Signal wires on met4:
Drawn at 4 px/um. Supply wires on this layer in grey.
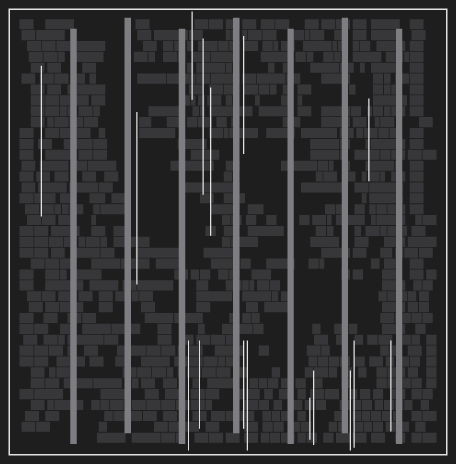
Metal layers overlaid:
Drawn at 4 px/um.
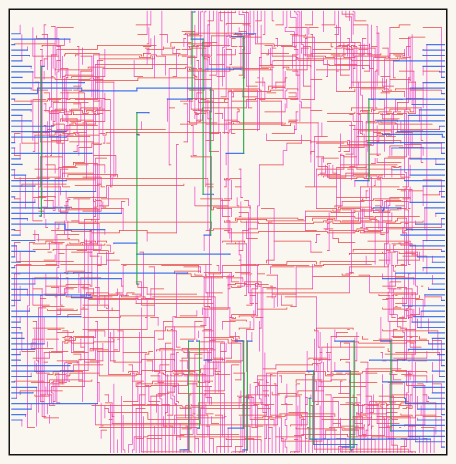
Cell area per tile:
Drawn at 3 px/um. 11 x 11 tiles, from white (low) to dark blue (high), 0 to 100% covered.
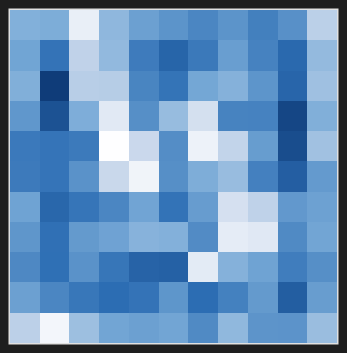
## src/rtl/mem_port_arbiter_if.sv

```systemverilog
// -----------------------------------------------------------------------------
// mem_port_arbiter_if
//
// Bundles every handshake/bus signal of mem_port_arbiter: the instruction
// fetch requester (if_*), the load/store requester (ls_*), the unified memory
// port (mem_*) and the status outputs (busy, owner).
//
// Modports:
//   master - the arbiter: drives grants, responses, the memory request side
//            and status; samples requests and memory responses.
//   slave  - the surroundings (fetch/LSU logic and memory model): the mirror.
// -----------------------------------------------------------------------------
interface mem_port_arbiter_if #(
  parameter int ADDR_W = 32
);

  // Instruction fetch requester
  logic              if_req;
  logic [ADDR_W-1:0] if_addr;
  logic              if_gnt;
  logic              if_rvalid;
  logic [31:0]       if_rdata;

  // Load/store requester
  logic              ls_req;
  logic              ls_we;
  logic [1:0]        ls_size;
  logic [ADDR_W-1:0] ls_addr;
  logic [31:0]       ls_wdata;
  logic              ls_gnt;
  logic              ls_rvalid;
  logic [31:0]       ls_rdata;

  // Unified memory port
  logic              mem_req;
  logic              mem_we;
  logic [1:0]        mem_size;
  logic [ADDR_W-1:0] mem_addr;
  logic [31:0]       mem_wdata;
  logic              mem_ready;
  logic              mem_rvalid;
  logic [31:0]       mem_rdata;

  // Status
  logic              busy;
  logic              owner;

  modport master (
    input  if_req, if_addr,
    output if_gnt, if_rvalid, if_rdata,
    input  ls_req, ls_we, ls_size, ls_addr, ls_wdata,
    output ls_gnt, ls_rvalid, ls_rdata,
    output mem_req, mem_we, mem_size, mem_addr, mem_wdata,
    input  mem_ready, mem_rvalid, mem_rdata,
    output busy, owner
  );

  modport slave (
    output if_req, if_addr,
    input  if_gnt, if_rvalid, if_rdata,
    output ls_req, ls_we, ls_size, ls_addr, ls_wdata,
    input  ls_gnt, ls_rvalid, ls_rdata,
    input  mem_req, mem_we, mem_size, mem_addr, mem_wdata,
    output mem_ready, mem_rvalid, mem_rdata,
    input  busy, owner
  );

endinterface

```

## src/rtl/mem_port_arbiter.sv

```systemverilog
// -----------------------------------------------------------------------------
// mem_port_arbiter
//
// Shares one unified memory port between instruction fetch (IF) and the
// load/store path (LS). Fixed priority LS > IF, one transaction in flight.
// A three-state FSM (IDLE -> REQ -> WAIT -> IDLE) issues the request, waits
// for memory to accept it, then waits for the response and routes it back
// to the requester that owns the transaction.
//
// Ports:
//   clk    - clock, rising edge
//   rst_n  - synchronous active-low reset
//   bus    - mem_port_arbiter_if.master: if_* / ls_* requester handshakes,
//            mem_* memory port, busy / owner status
//
// Parameters:
//   MAX_LOSSES - consecutive arbitration losses IF may suffer before it is
//                forced to win (1..15, starvation guard only)
//   ADDR_W     - address width, must match the interface instance
//
// Build option:
//   ARB_STARVE_GUARD_EN - when defined, a saturating loss counter lets IF win
//                         after MAX_LOSSES consecutive losses to LS. When not
//                         defined, priority is strictly LS > IF.
// -----------------------------------------------------------------------------
module mem_port_arbiter #(
  parameter int MAX_LOSSES = 4,
  parameter int ADDR_W     = 32
) (
  input  logic               clk,
  input  logic               rst_n,
  mem_port_arbiter_if.master bus
);

  if (MAX_LOSSES < 1 || MAX_LOSSES > 15) begin : g_bad_max_losses
    $error("mem_port_arbiter: MAX_LOSSES must be in 1..15");
  end

  typedef enum logic [1:0] {
    IDLE = 2'd0,
    REQ  = 2'd1,
    WAIT = 2'd2
  } state_t;

  state_t            state;
  logic              mem_req_q;
  logic              mem_we_q;
  logic [1:0]        mem_size_q;
  logic [ADDR_W-1:0] mem_addr_q;
  logic [31:0]       mem_wdata_q;
  logic              owner_q;

  logic any_req;
  logic pick_ls;
  logic accept;
  logic finish;

  assign any_req = bus.if_req | bus.ls_req;

`ifdef ARB_STARVE_GUARD_EN
  localparam logic [3:0] LOSS_MAX = 4'(MAX_LOSSES);

  logic [3:0] loss_cnt;
  logic       if_forced;

  assign if_forced = bus.if_req && (loss_cnt == LOSS_MAX);
  assign pick_ls   = bus.ls_req && !if_forced;

  // Counts IDLE arbitrations that IF lost to LS; any IF win restarts it.
  always_ff @(posedge clk) begin
    if (!rst_n) begin
      loss_cnt <= '0;
    end else if (state == IDLE && any_req) begin
      if (!pick_ls) begin
        loss_cnt <= '0;
      end else if (bus.if_req && loss_cnt != LOSS_MAX) begin
        loss_cnt <= loss_cnt + 4'd1;
      end
    end
  end
`else
  assign pick_ls = bus.ls_req;
`endif

  // mem_rvalid only counts once memory has accepted the current request;
  // responses in IDLE or in REQ without mem_ready are stale and dropped.
  // NOTE: the pulses are qualified with rst_n because reset is synchronous:
  // during the reset cycle the state register still holds REQ/WAIT, and an
  // aborted transaction must not see a grant or response.
  assign accept = rst_n && (state == REQ) && bus.mem_ready;
  assign finish = rst_n && ((accept && bus.mem_rvalid) ||
                            ((state == WAIT) && bus.mem_rvalid));

  // NOTE: all state is updated with non-blocking assignments so every
  // register samples the same pre-edge values, whatever the statement order.
  always_ff @(posedge clk) begin
    if (!rst_n) begin
      state       <= IDLE;
      mem_req_q   <= 1'b0;
      mem_we_q    <= 1'b0;
      mem_size_q  <= 2'd0;
      mem_addr_q  <= '0;
      mem_wdata_q <= '0;
      owner_q     <= 1'b0;
    end else begin
      case (state)
        IDLE: begin
          if (any_req) begin
            state     <= REQ;
            mem_req_q <= 1'b1;
            owner_q   <= pick_ls;
            if (pick_ls) begin
              mem_we_q    <= bus.ls_we;
              mem_size_q  <= bus.ls_size;
              mem_addr_q  <= bus.ls_addr;
              mem_wdata_q <= bus.ls_wdata;
            end else begin
              // Fetches are always word reads.
              mem_we_q    <= 1'b0;
              mem_size_q  <= 2'd2;
              mem_addr_q  <= bus.if_addr;
              mem_wdata_q <= '0;
            end
          end
        end
        REQ: begin
          if (bus.mem_ready) begin
            mem_req_q <= 1'b0;
            // Zero-latency memory answers in the accept cycle; skip WAIT.
            state     <= bus.mem_rvalid ? IDLE : WAIT;
          end
        end
        WAIT: begin
          if (bus.mem_rvalid) begin
            state <= IDLE;
          end
        end
        default: begin
          state     <= IDLE;
          mem_req_q <= 1'b0;
        end
      endcase
    end
  end

  // Memory port and status
  assign bus.mem_req   = mem_req_q;
  assign bus.mem_we    = mem_we_q;
  assign bus.mem_size  = mem_size_q;
  assign bus.mem_addr  = mem_addr_q;
  assign bus.mem_wdata = mem_wdata_q;
  assign bus.owner     = owner_q;
  assign bus.busy      = rst_n && (state != IDLE);

  // Grants and responses go only to the owner of the transaction.
  assign bus.if_gnt    = accept && !owner_q;
  assign bus.ls_gnt    = accept &&  owner_q;
  assign bus.if_rvalid = finish && !owner_q;
  assign bus.ls_rvalid = finish &&  owner_q;

  // A store's write acknowledge carries no data back to LS.
  assign bus.if_rdata  = bus.if_rvalid ? bus.mem_rdata : 32'd0;
  assign bus.ls_rdata  = (bus.ls_rvalid && !mem_we_q) ? bus.mem_rdata : 32'd0;

endmodule

```

## src/flat_wrapper.sv

```systemverilog
// flat-port wrapper written by rule: the top's interface ports become plain ports
module mem_port_arbiter_flat 
#(
  parameter int MAX_LOSSES = 4,
  parameter int ADDR_W     = 32
)
  (clk, rst_n, bus_if_req, bus_if_addr, bus_if_gnt, bus_if_rvalid, bus_if_rdata, bus_ls_req, bus_ls_we, bus_ls_size, bus_ls_addr, bus_ls_wdata, bus_ls_gnt, bus_ls_rvalid, bus_ls_rdata, bus_mem_req, bus_mem_we, bus_mem_size, bus_mem_addr, bus_mem_wdata, bus_mem_ready, bus_mem_rvalid, bus_mem_rdata, bus_busy, bus_owner);
  mem_port_arbiter_if #(.ADDR_W(ADDR_W)) bus_i ();
  input  logic clk;
  input  logic rst_n;
  input wire logic [$bits(bus_i.if_req)-1:0] bus_if_req;
  input wire logic [$bits(bus_i.if_addr)-1:0] bus_if_addr;
  output wire logic [$bits(bus_i.if_gnt)-1:0] bus_if_gnt;
  output wire logic [$bits(bus_i.if_rvalid)-1:0] bus_if_rvalid;
  output wire logic [$bits(bus_i.if_rdata)-1:0] bus_if_rdata;
  input wire logic [$bits(bus_i.ls_req)-1:0] bus_ls_req;
  input wire logic [$bits(bus_i.ls_we)-1:0] bus_ls_we;
  input wire logic [$bits(bus_i.ls_size)-1:0] bus_ls_size;
  input wire logic [$bits(bus_i.ls_addr)-1:0] bus_ls_addr;
  input wire logic [$bits(bus_i.ls_wdata)-1:0] bus_ls_wdata;
  output wire logic [$bits(bus_i.ls_gnt)-1:0] bus_ls_gnt;
  output wire logic [$bits(bus_i.ls_rvalid)-1:0] bus_ls_rvalid;
  output wire logic [$bits(bus_i.ls_rdata)-1:0] bus_ls_rdata;
  output wire logic [$bits(bus_i.mem_req)-1:0] bus_mem_req;
  output wire logic [$bits(bus_i.mem_we)-1:0] bus_mem_we;
  output wire logic [$bits(bus_i.mem_size)-1:0] bus_mem_size;
  output wire logic [$bits(bus_i.mem_addr)-1:0] bus_mem_addr;
  output wire logic [$bits(bus_i.mem_wdata)-1:0] bus_mem_wdata;
  input wire logic [$bits(bus_i.mem_ready)-1:0] bus_mem_ready;
  input wire logic [$bits(bus_i.mem_rvalid)-1:0] bus_mem_rvalid;
  input wire logic [$bits(bus_i.mem_rdata)-1:0] bus_mem_rdata;
  output wire logic [$bits(bus_i.busy)-1:0] bus_busy;
  output wire logic [$bits(bus_i.owner)-1:0] bus_owner;
  assign bus_i.if_req = bus_if_req;
  assign bus_i.if_addr = bus_if_addr;
  assign bus_if_gnt = bus_i.if_gnt;
  assign bus_if_rvalid = bus_i.if_rvalid;
  assign bus_if_rdata = bus_i.if_rdata;
  assign bus_i.ls_req = bus_ls_req;
  assign bus_i.ls_we = bus_ls_we;
  assign bus_i.ls_size = bus_ls_size;
  assign bus_i.ls_addr = bus_ls_addr;
  assign bus_i.ls_wdata = bus_ls_wdata;
  assign bus_ls_gnt = bus_i.ls_gnt;
  assign bus_ls_rvalid = bus_i.ls_rvalid;
  assign bus_ls_rdata = bus_i.ls_rdata;
  assign bus_mem_req = bus_i.mem_req;
  assign bus_mem_we = bus_i.mem_we;
  assign bus_mem_size = bus_i.mem_size;
  assign bus_mem_addr = bus_i.mem_addr;
  assign bus_mem_wdata = bus_i.mem_wdata;
  assign bus_i.mem_ready = bus_mem_ready;
  assign bus_i.mem_rvalid = bus_mem_rvalid;
  assign bus_i.mem_rdata = bus_mem_rdata;
  assign bus_busy = bus_i.busy;
  assign bus_owner = bus_i.owner;
  mem_port_arbiter #(.MAX_LOSSES(MAX_LOSSES), .ADDR_W(ADDR_W)) u_core (.clk(clk), .rst_n(rst_n), .bus(bus_i));
endmodule
```

## config.mk

```make
export PLATFORM = sky130hd
export DESIGN_NAME = mem_port_arbiter_flat
export DESIGN_NICKNAME = d
export VERILOG_FILES = /design/src/rtl/mem_port_arbiter_if.sv /design/src/rtl/mem_port_arbiter.sv /design/src/flat_wrapper.sv
export SDC_FILE = /design/constraint.sdc
export NUM_CORES = 1
export LEC_CHECK = 0
export ABC_CLOCK_PERIOD_IN_PS = 3500
export CORE_AREA = 2 2 107 109
export DETAILED_ROUTE_END_ITERATION = 8
export DIE_AREA = 0 0 109 111
export PLACE_DENSITY = 0.8
export SYNTH_ARGS = -nofsm -noshare
export SYNTH_HDL_FRONTEND = slang
export SYNTH_SLANG_ARGS = --single-unit
```

## constraint.sdc

```tcl
create_clock -name clk -period 3.5 [get_ports clk]
set_clock_uncertainty 0.2 [all_clocks]
set_input_delay 0.7 -clock clk [delete_from_list [all_inputs] [get_ports clk]]
set_output_delay 0.7 -clock clk [all_outputs]
set_load 0.03 [all_outputs]
```

==> impl.org <==
#+TITLE: Implementation results

** Finish
- Cell area after layout :: slightly below 0.007 mm^2
- Sequential Area :: between 0.001 and 0.0015 mm^2
- Seq cells :: 71
- Number of non-clock buffers :: about 290
- Cell class with the largest area share :: non-clock buffers
- The final report lists a non-filler cell total of 812.
- Layout buffering overhead excluding clock cells :: ~40%
- Counting the fill cells in the layout gives 954.
- The layout summary lists the proportion of cells stronger than drive strength 1 as 15.2%.
- Commonest cells after routing, fill and taps aside :: 209 x clkdlybuf4s50_1, 71 x dfxtp_1, 69 x buf_4
- In the finished layout, the clock tree contains a buffer count of 9.
- The top cell type in the final layout, fill and taps aside, is clkdlybuf4s50_1.

** Global route
- Global routing consumed, on the met3 layer, 7.00% of the routing resources.
- Entering global routing, the biggest net connects 47 pins.
- GRT busiest layer :: met2
- Number of global-route vias before repair :: 3985
- On met2, the global router reports a usage of 36.0%.
- GRT overflow :: 0
- The first global-routing pass estimated 20600 um of wire.

** Power and ir drop
- Internal power component :: 1.95 mW
- Dominant power group :: the clock network
- The design draws 2.73 mW.
- Clock network fraction of design power :: 39.3%
- Per the OpenROAD power report, switching power amounts to 0.787 mW.
- Fraction of power consumed by combinational cells :: 27.0%

** Synth
- AO/OA Area Share :: 22.1%
- Most frequently used cell type in the post-synthesis netlist :: dfxtp_1
- After synthesis, the share of flip-flops with an asynchronous set or reset is 0%.
- For this run, the leading register cell type out of synthesis is dfxtp_1.
- Netlist cell types :: 32
- Count of library flops with an enable pin :: 0
- Of the total synthesized cell area, the portion taken by full adders, half adders and majority gates is 0%.
- Synth Instances :: 411
- Post-Syn Area per Cell :: between 9 and 10 um^2
- Synthesis Warnings :: 0
- Syn_nets :: 548
- Summing every instance area after synthesis gives 0.00372 mm^2.
- Largest cells by area after synthesis :: dfxtp_1 38%, mux2i_1 8.6%, o211a_1 8.6%, and2_1 5.9%, a21boi_1 5.9%
- Proportion of synthesized area in mux cells :: 8.61%

** Drt
- For this block, wires on met1 add up to 5490 um.
- Iteration-0 DRC Markers :: 220
- Top routing layer in use :: met4
- In the routed layout, each cell is associated on average with a via count of 4.96.
- The first detailed-routing pass took 4 iterations.
- Final ANT Viol Nets :: 0
- Length of routed met3 wiring :: 1240 um

** STA
- Counting pins that exceed their max-slew limit in the final report gives 0.
- RSZ-0062 raised after global routing :: no
- Static timing analysis puts the maximum clock frequency at between 300 and 400 MHz.
- Share of the clock period used by the worst path after layout :: 94.1%
- The final timing report counts setup violations totalling 0.
- Final-report hold violation count :: 0
- Relative slew margins :: 67.6%
- Worst setup margin :: 0.205 ns

** Die
- FP Rows :: 39
- After floorplanning, the die was sized to cover 0.0121 mm^2.
- Before placement the cells fill 33.6% of the core.
- Per the OpenROAD floorplan log, the width of the die is between 100 and 150 um.
- Tap Cells :: 143
- The die is 111 um tall.

** Critical path
- Worst setup path category :: primary input to output port
- Worst path slowest cell :: clkdlybuf4s50_1
- Cell chain of the critical path :: clkdlybuf4s50_1, and3b_1, a21oi_2, nor2_1, clkdlybuf4s50_1
- The endpoint identified for the worst register-to-register timing path is u_core.bus.mem_size[1].
- The OpenROAD report gives the critical path a data arrival time of between 2 and 2.5 ns.
- Crit-path most repeated cell :: clkdlybuf4s50_1
- The worst setup path is launched from a primary input.
- The worst-case reg-to-reg setup slack stands at 1.50 ns.
- Sort of element at the end of the critical path :: output port

** Placement
- The number of placed instances, taps included, is 796.
- The pre-CTS setup check shows a worst slack of 0.109 ns.
- After legalization and detailed placement, the total HPWL measured 9820 um.
- Detailed placement reports a standard cell area of 0.00638 mm^2.

** CTS
- Buffer levels on the longest clock path :: 2
- Root buffer cell :: clkbuf_16
- Clk pin slew, worst setup/hold paths :: 0.06 ns
- Number of clock sinks :: 71
- CTS H-tree depth :: 3
- Number of buffers inserted during clock tree synthesis :: 9
- Clock tree from TritonCTS :: yes

** Min path
- STA shows the worst min-delay path finishing at u_core.bus.mem_wdata[3].

** Outcome
- Outcome :: finished clean

** Flow run
- Summing over the stages, the warning tally comes to 26.
- In this run the maximum-capacitance check reported violations numbering 0.
Notes on 'signal wires on met4' above:
nets with wire on the layer = 16
wire length on this layer = 422 um
Vias: 4029
WL final: 13400 um

Notes on 'metal layers overlaid' above:
M2 -> magenta  # wire length 6230 um
M4 -> green  # wire length 422 um
M1 -> red  # wire length 5490 um
M3 -> blue  # wire length 1240 um
average wire per standard cell: 16.5 um
total global routing track utilization: 21.6%

Notes on 'cell area per tile' above:
tiles over 75% full = 12%
fullest tile = 95%
emptiest ninth of the die = middle
core footprint: 0.0111 mm^2
post-layout utilization of the core: 60.8%

Power is estimated from default activity; no workload was simulated.
